[config.mk]
export PLATFORM = sky130hd
export DESIGN_NAME = spi_counter_ctrl
export DESIGN_NICKNAME = d
export VERILOG_FILES = /design/src/rtl/spi_counter_pkg.sv /design/src/rtl/spi_counter_ch.sv /design/src/rtl/spi_counter_ctrl.sv
export SDC_FILE = /design/constraint.sdc
export NUM_CORES = 1
export LEC_CHECK = 0
export CORE_ASPECT_RATIO = 0.5
export CORE_MARGIN = 5
export CORE_UTILIZATION = 50
export CTS_CLUSTER_SIZE = 28
export DETAILED_ROUTE_END_ITERATION = 12
export HOLD_SLACK_MARGIN = 0.12
export PLACE_DENSITY_LB_ADDON = 0.08
export SYNTH_ARGS = -nofsm -noshare
export SYNTH_HDL_FRONTEND = slang
export SYNTH_SLANG_ARGS = --single-unit
[constraint.sdc]
create_clock -name clk -period 2.2 [get_ports clk]
set_input_delay 0.33 -clock clk [delete_from_list [all_inputs] [get_ports clk]]
set_output_delay 0.33 -clock clk [all_outputs]
set_load 0.01 [all_outputs]
[src/rtl/spi_counter_pkg.sv]
// -----------------------------------------------------------------------------
// spi_counter_pkg
// Shared types and constants for the SPI counter control block.
//   ch_state_t         per-channel run/stop/clear state encoding
//   DIR_UP / DIR_DOWN  count direction encoding (o_dir)
//   DEFAULT_MAX_COUNT  default counter modulus
// -----------------------------------------------------------------------------
package spi_counter_pkg;

   typedef enum logic [1:0] {
      STOP  = 2'd0,
      RUN   = 2'd1,
      CLEAR = 2'd2
   } ch_state_t;

   localparam logic DIR_UP   = 1'b0;
   localparam logic DIR_DOWN = 1'b1;

   localparam int DEFAULT_MAX_COUNT = 10000;

endpackage

[src/rtl/spi_counter_ch.sv]
// -----------------------------------------------------------------------------
// spi_counter_ch
// One counter channel: run/stop/clear state machine, resume target,
// direction bit and modulo-MAX_COUNT up/down counter with wrap pulse.
//
// Optional feature macro: SPI_CNT_AUTOSTOP_EN
//   defined   : a wrap also drops the channel from RUN to STOP (one-shot)
//   undefined : channel keeps running through wraps (free-running)
//
// Ports
//   clk          system clock, posedge
//   reset        synchronous, active-low reset
//   tick         shared prescaler count enable
//   runstop_req  single-cycle run/stop toggle request
//   clear_req    single-cycle clear request (channel clear OR clear-all)
//   dir_toggle   single-cycle direction toggle request
//   count        registered count, 0..MAX_COUNT-1
//   running      registered, 1 while RUN (or clearing with RUN as resume)
//   clearing     registered one-cycle pulse while in CLEAR
//   dir          registered direction, DIR_UP / DIR_DOWN
//   wrap         registered one-cycle pulse after a modulo wrap
//
// state | meaning
// ------+---------------------------------------------------------------
// STOP  | idle, count held; runstop enters RUN, clear enters CLEAR
// RUN   | count advances on tick; runstop enters STOP, clear enters CLEAR
// CLEAR | single cycle, count already zero; returns to resume target,
//       | every request sampled in this cycle is dropped
// -----------------------------------------------------------------------------
module spi_counter_ch
   import spi_counter_pkg::*;
#(
   parameter int MAX_COUNT = DEFAULT_MAX_COUNT,
   parameter int WIDTH     = $clog2(MAX_COUNT)
) (
   input  logic             clk,
   input  logic             reset,
   input  logic             tick,
   input  logic             runstop_req,
   input  logic             clear_req,
   input  logic             dir_toggle,
   output logic [WIDTH-1:0] count,
   output logic             running,
   output logic             clearing,
   output logic             dir,
   output logic             wrap
);

   localparam logic [WIDTH-1:0] CNT_TOP = WIDTH'(MAX_COUNT - 1);

   ch_state_t        state;
   ch_state_t        resume;
   logic [WIDTH-1:0] count_next;
   logic             step_wraps;

   // Next count for one tick in the current (pre-toggle) direction.
   always_comb begin
      count_next = count;
      step_wraps = 1'b0;
      if (dir == DIR_UP) begin
         if (count == CNT_TOP) begin
            count_next = '0;
            step_wraps = 1'b1;
         end else begin
            count_next = count + WIDTH'(1);
         end
      end else begin
         if (count == '0) begin
            count_next = CNT_TOP;
            step_wraps = 1'b1;
         end else begin
            count_next = count - WIDTH'(1);
         end
      end
   end

   always_ff @(posedge clk) begin
      if (!reset) begin
         state    <= STOP;
         resume   <= STOP;
         count    <= '0;
         running  <= 1'b0;
         clearing <= 1'b0;
         dir      <= DIR_UP;
         wrap     <= 1'b0;
      end else begin
         clearing <= 1'b0;
         wrap     <= 1'b0;
         case (state)
            STOP, RUN: begin
               // Register update is non-blocking, so a coincident tick
               // below still counts in the old direction.
               if (dir_toggle) dir <= ~dir;

               if (clear_req) begin
                  // Clear wins over runstop; running keeps reflecting the
                  // resume target through the CLEAR cycle.
                  state    <= CLEAR;
                  resume   <= state;
                  count    <= '0;
                  clearing <= 1'b1;
               end else if (runstop_req) begin
                  // Tick coincident with entering or leaving RUN is dropped.
                  if (state == RUN) begin
                     state   <= STOP;
                     running <= 1'b0;
                  end else begin
                     state   <= RUN;
                     running <= 1'b1;
                  end
               end else if (state == RUN && tick) begin
                  count <= count_next;
                  wrap  <= step_wraps;
`ifdef SPI_CNT_AUTOSTOP_EN
                  if (step_wraps) begin
                     state   <= STOP;
                     running <= 1'b0;
                  end
`endif
               end
            end
            CLEAR: begin
               state <= resume;
            end
            default: begin
               state   <= STOP;
               resume  <= STOP;
               running <= 1'b0;
            end
         endcase
      end
   end

endmodule

[src/rtl/spi_counter_ctrl.sv]
// -----------------------------------------------------------------------------
// spi_counter_ctrl
// Multi-channel run/stop/clear control and counting block feeding the SPI
// transmit framing logic. NUM_CH independent channels share only the
// prescaler tick and the clear-all request.
//
// Optional feature macro: SPI_CNT_AUTOSTOP_EN (one-shot stop on wrap, see
// spi_counter_ch).
//
// Ports
//   clk           system clock, posedge
//   reset         synchronous, active-low reset
//   i_tick        shared single-cycle count enable
//   i_runstop     per-channel run/stop toggle request
//   i_clear       per-channel clear request
//   i_dir_toggle  per-channel direction toggle request
//   i_clear_all   clear request for every channel
//   o_count       packed counts, channel c at [c*WIDTH +: WIDTH]
//   o_runstop     1 = channel running
//   o_clear       one-cycle pulse while channel is in CLEAR
//   o_dir         0 = up, 1 = down
//   o_wrap        one-cycle pulse after a modulo wrap
// -----------------------------------------------------------------------------
module spi_counter_ctrl
   import spi_counter_pkg::*;
#(
   parameter int NUM_CH    = 4,
   parameter int MAX_COUNT = DEFAULT_MAX_COUNT,
   parameter int WIDTH     = $clog2(MAX_COUNT)
) (
   input  logic                    clk,
   input  logic                    reset,
   input  logic                    i_tick,
   input  logic [NUM_CH-1:0]       i_runstop,
   input  logic [NUM_CH-1:0]       i_clear,
   input  logic [NUM_CH-1:0]       i_dir_toggle,
   input  logic                    i_clear_all,
   output logic [NUM_CH*WIDTH-1:0] o_count,
   output logic [NUM_CH-1:0]       o_runstop,
   output logic [NUM_CH-1:0]       o_clear,
   output logic [NUM_CH-1:0]       o_dir,
   output logic [NUM_CH-1:0]       o_wrap
);

   logic [NUM_CH-1:0] clear_eff;

   assign clear_eff = i_clear | {NUM_CH{i_clear_all}};

   for (genvar g = 0; g < NUM_CH; g++) begin : g_ch
      spi_counter_ch #(
         .MAX_COUNT (MAX_COUNT),
         .WIDTH     (WIDTH)
      ) u_ch (
         .clk         (clk),
         .reset       (reset),
         .tick        (i_tick),
         .runstop_req (i_runstop[g]),
         .clear_req   (clear_eff[g]),
         .dir_toggle  (i_dir_toggle[g]),
         .count       (o_count[g*WIDTH +: WIDTH]),
         .running     (o_runstop[g]),
         .clearing    (o_clear[g]),
         .dir         (o_dir[g]),
         .wrap        (o_wrap[g])
      );
   end

endmodule

### Floorplan with the power grid, run 1

The bar under the picture is 50 µm long. Pins as bars on the die edge.
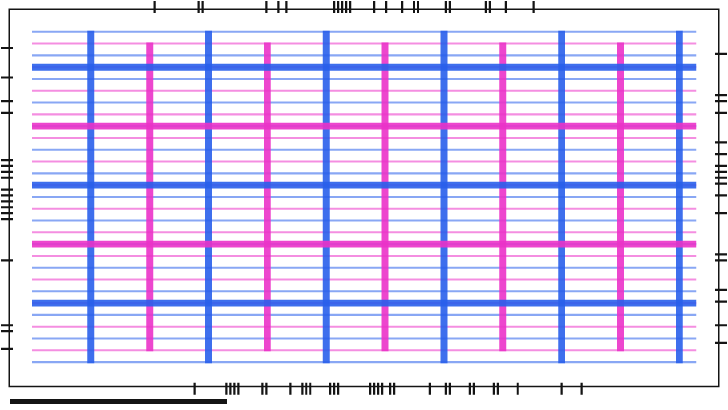
VSS -> blue
VDD -> magenta
rows = 28
met4 straps = 11
met1 rails = 29
Core ar.: 11700 µm²
chip width: 163 µm
die height: 86.6 µm
Peak VDD IR: 335 µV

### Cells colored by class, run 1

The bar under the picture is 50 µm long.
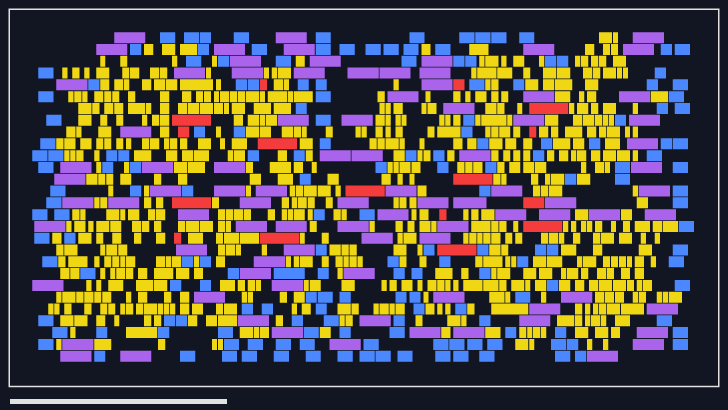
remaining buffers and delay cells -> blue  # cells 176, share of their area 21%
remaining logic cells -> yellow  # cells 612, share of their area 51%
clock drivers and dummy loads -> red  # cells 16, share of their area 3.8%
registers -> purple  # cells 88, share of their area 24%
finished layout cell area: 7480 µm²
# rows: 28
sequential cell area share: 0.236
share of the core filled with cells: 0.642

### Routed clock nets over the placement, run 1

The bar under the picture is 50 µm long.
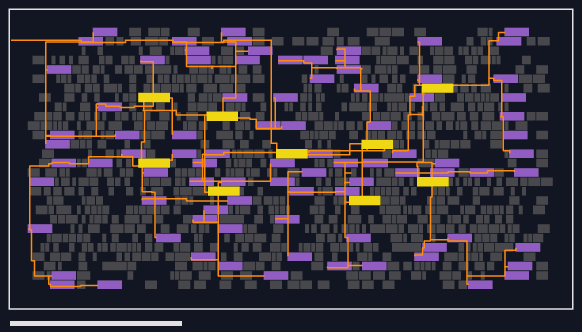
clock-net drivers -> yellow  # count 9
flip-flops -> purple  # count 88
clock wires -> orange  # length 1220 µm
flops lie = all over the die

### Signal wires by layer, run 1

Two of the layers only.
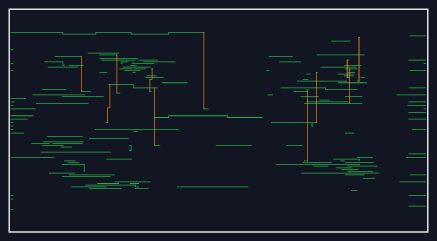
M4 -> orange  # wire length 191 µm
M3 -> green  # wire length 1290 µm
WL per Instance: 15.8 µm
vias: 6134
gr usage total: 0.239
WL final: 16600 µm

==> results.yml, run 1 <==
# synthesis and place-and-route metrics
outcome:
  outcome: "finished clean"
synthesis:
  synthCells: 768
  yosysTopAreaCell: "dfxtp_1"
  ff_type: "dfxtp_1"
  ys_seq_frac: 0.300
  top_cell: "nor2_1"
  yosys_warnings: 0
  yosysTopAreaCellShare: 0.300
  ys_cells: 768
  top_cells_by_area: "dfxtp_1 (30%), nor2_1 (5.8%), a21oi_1 (5.6%)"
  synth.distinct_cells: 88
finish:
  buffers_excl_clock: 176
  layout.nonclk_buf_frac: 0.207
  largest_class: "logic gates"
  comb_share: 0.480
  most-common-layout-cells: "nor2_1 (90), buf_4 (88), dfxtp_1 (87), clkdlybuf4s50_1 (87), nand2_1 (70)"
  synthToLayoutAreaGrowth_pct: 27.5
  num-multi-input-gates: 587
cts:
  cts_tree: "built"
  clock-root-buffer: "clkbuf_16"
  clkSlewWorstSetupHoldPaths_ns: 0.06
  cts.path.max_buffers: 2
global_route:
  gr-usage-met1: 0.335
  antenna_found_initial: 0
  grt_pass1_wl_um: 28200
  use_met2: 0.382
  grt_max_degree: 23
setup_path:
  crit_fanout: 4
  critPathMaxStageDelay_ns: 0.59
  critPathTopFamily: "simple AND/OR/NAND/NOR gates"
  path_class: "reg -> reg"
placement:
  place_congestion: 0.914
  port-buffer-count: 87
power:
  pwr-share-clk: 0.352
  combPwrFrac: 0.233
  p_int_mw: 2.87
  p_switching_mw: 1.20
  power_mw: 4.07
  p_per_area_nw_per_um2: 544
final_timing:
  worst-slew-pin-transition_ns: 0.529
  hold_violations: 0
  slew_headroom: 0.646
routing:
  ant_nets: 0
  firstDrtPassIters: 5
  routed.top_layer: "met4"
  wl_met1_um: 7650
  wl_met3_um: 1290
worst_hold_path:
  hold_path_class: "reg -> reg"
flow_run:
  log.warning_count: 30
die:
  chipArea_um2: 14100
  io_pins: 88
  tapCellCount: 165
==> run 1: sequential cells by signal, indices dropped and copies added (netlist names) <==
register and flops:
g_ch.u_ch.wrap 4, g_ch.u_ch.count 56, g_ch.u_ch.running 4, g_ch.u_ch.resume 8, g_ch.u_ch.state 8, g_ch.u_ch.clearing 4
g_ch.u_ch.dir 4
==> run 1: timing repair <==
item | 4_1_cts | 5_1_grt
resized | 0 | 6
setup endpoints to repair | 0 | 10
setup buffers | 0 | 2
==> run 1: logic make-up (layout without fill, tap and decap cells) <==
| kind of cell | count (synthesis) | count (layout) | synth area share |
|---|---|---|---|
| AOI/OAI and AO/OA | 189 | 189 | 0.209 |
| adders and majority gates | 8 | 8 | 0.0171 |
| DFF | 88 | 88 | 0.300 |
| and+or+nand+nor | 348 | 348 | 0.318 |
| buffers and inverters | 93 | 217 | 0.0916 |
| muxes | 8 | 8 | 0.0141 |
| xor gates and xnor gates | 34 | 34 | 0.0507 |
==> run 1: final timing paths <==
kind / from / to / slack (ns) / depth (start not counted)
max: g_ch[3].u_ch.count[4] / g_ch[3].u_ch.count[9] / 0.10 / 7
max reg2reg: g_ch[3].u_ch.count[4] / g_ch[3].u_ch.count[9] / 0.10 / 7
min: g_ch[3].u_ch.resume[1] / g_ch[3].u_ch.resume[1] / 0.43 / 2
min reg2reg: g_ch[3].u_ch.resume[1] / g_ch[3].u_ch.resume[1] / 0.43 / 2
==> run 1: through the flow <==
step / util / TNS (ns) / worst slack, ns
2_1_floorplan: - / 0 / 0.0861
3_3_place_gp: 0.615 / 0 / 0.0603
3_5_place_dp: 0.615 / -0.00213 / -0.00213
4_1_cts: 0.638 / 0 / 0.0624
5_1_grt: 0.642 / 0 / 0.00844
6_report: 0.642 / 0 / 0.101
==> run 2, diff against run 1 <==
==> constraint.sdc (replaced) <==
create_clock -name clk -period 1.9 [get_ports clk]
set_input_delay 0.285 -clock clk [delete_from_list [all_inputs] [get_ports clk]]
set_output_delay 0.285 -clock clk [all_outputs]
set_load 0.01 [all_outputs]
### Placed standard cells, run 2

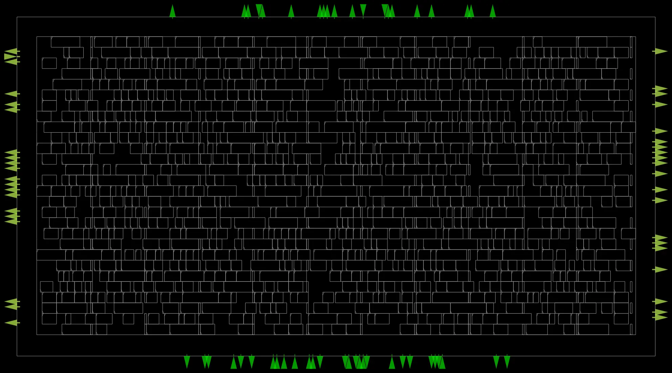
flop count: 88
Post-Layout Cell Count: 1138
# fillers: 936
sequential cell area share: 0.209
share of the core filled with cells: 0.733

==> run 2 against run 1 <==
The run now ends with negative setup slack left. Wire length rose by 9.7%. Maximum frequency rose by 3.7%. First-iteration DRC count fell by 30%. Sequential power rose by 15%. Utilization rose by 9.2 points.
==> results.yml, run 2 <==
# synthesis and place-and-route metrics
synthesis:
  yosys_warnings: 0
  ff_type: "dfxtp_1"
  yosysTopAreaCellShare: 0.300
  ys_cells: 768
  top_cells_by_area: "dfxtp_1 (30%), nor2_1 (5.8%), a21oi_1 (5.6%)"
  top_cell: "nor2_1"
  synth.distinct_cells: 88
finish:
  regMostFlops: "g_ch.u_ch.count"
  most-common-layout-cells: "buf_4 (161), clkdlybuf4s50_1 (87), nor2_1 (86), dfxtp_1 (72), nand2_1 (67)"
  reg_top3: "g_ch.u_ch.count (56), g_ch.u_ch.resume (8), g_ch.u_ch.state (8)"
  fin_area_um2: 8550
final_timing:
  setup_violations: 32
  fin_ws_ns: -0.125
  worst-slew-pin-transition_ns: 0.510
  hold_violations: 0
die:
  core_um2: 11700
  rows: 28
  die_w_um: 163
  chipArea_um2: 14100
power:
  p_switching_mw: 1.47
  ir_worst_vdd_uv: 482
  power_mw: 4.97
outcome:
  outcome: "finished with violations"
  violations: "negative setup slack"
cts:
  cts.path.max_buffers: 2
  clkSlewWorstSetupHoldPaths_ns: 0.06
  cts_tree: "built"
  clock-root-buffer: "clkbuf_16"
routing:
  firstDrtPassIters: 5
  wl_per_cell_um: 16.0
  routed.top_layer: "met4"
  wl_met1_um: 8510
  wl_met3_um: 1320
setup_path:
  crit_fanout: 5
placement:
  place_ws_ns: -0.256
  port-buffer-count: 87
global_route:
  track_usage: 0.254
## run 2: cell counts after synthesis
No cell type changed its count.
## run 2: cells by family (layout without fill, tap and decap cells)
logic type,count (synthesis),in the layout,share of synthesized area
AND/OR/NAND/NOR,348,348,0.318
XOR/XNOR,34,34,0.0507
AND-OR/OR-AND,189,189,0.209
multiplexers,8,8,0.0141
buffers and inverters,93,298,0.0916
adder cells (fa/ha/maj),8,8,0.0171
flip-flops,88,88,0.300
## run 2: final timing paths
| check | from | endpoint | slack (ns) | depth (start not counted) |
|---|---|---|---|---|
| worst max-delay path | g_ch[1].u_ch.count[11] | g_ch[1].u_ch.count[6] | -0.12 | 6 |
| worst min-delay path | g_ch[3].u_ch.resume[1] | g_ch[3].u_ch.resume[1] | 0.44 | 2 |
| worst max register to register | g_ch[1].u_ch.count[11] | g_ch[1].u_ch.count[6] | -0.12 | 6 |
| worst min register to register | g_ch[3].u_ch.resume[1] | g_ch[3].u_ch.resume[1] | 0.44 | 2 |
## run 2: worst max-delay path, stage by stage, from the launching register on
cell     delay, ns
dfxtp_1       0.31
or4bb_1       0.55
or4_4         0.52
and2_4        0.20
a21o_1        0.16
nand2_2       0.12
nor2_1        0.06
## run 2: timing repair
action,in CTS,in global routing
gates resized,33,58
endpoints found under the setup margin,46,55
pin swaps,24,42
buffers inserted,6,4
## run 2: layer usage
metal  GRT usage  up-vias
li1            -     3166
met1       0.360     3111
met2       0.404      251
met3      0.0447       20
met4      0.0616        0
met5           0        -
## run 2: final cells by class
class / instances / area, µm²
fillers: 936 / 3110
repair buffers: 258 / 2200
inverters: 25 / 93.8
clock buffers: 11 / 253
well taps: 165 / 206
multi-input cells: 587 / 3990
clock inverters: 4 / 20.0
flip-flops and latches: 88 / 1790
No activity file was given, so power comes from the tool's default toggle rates.
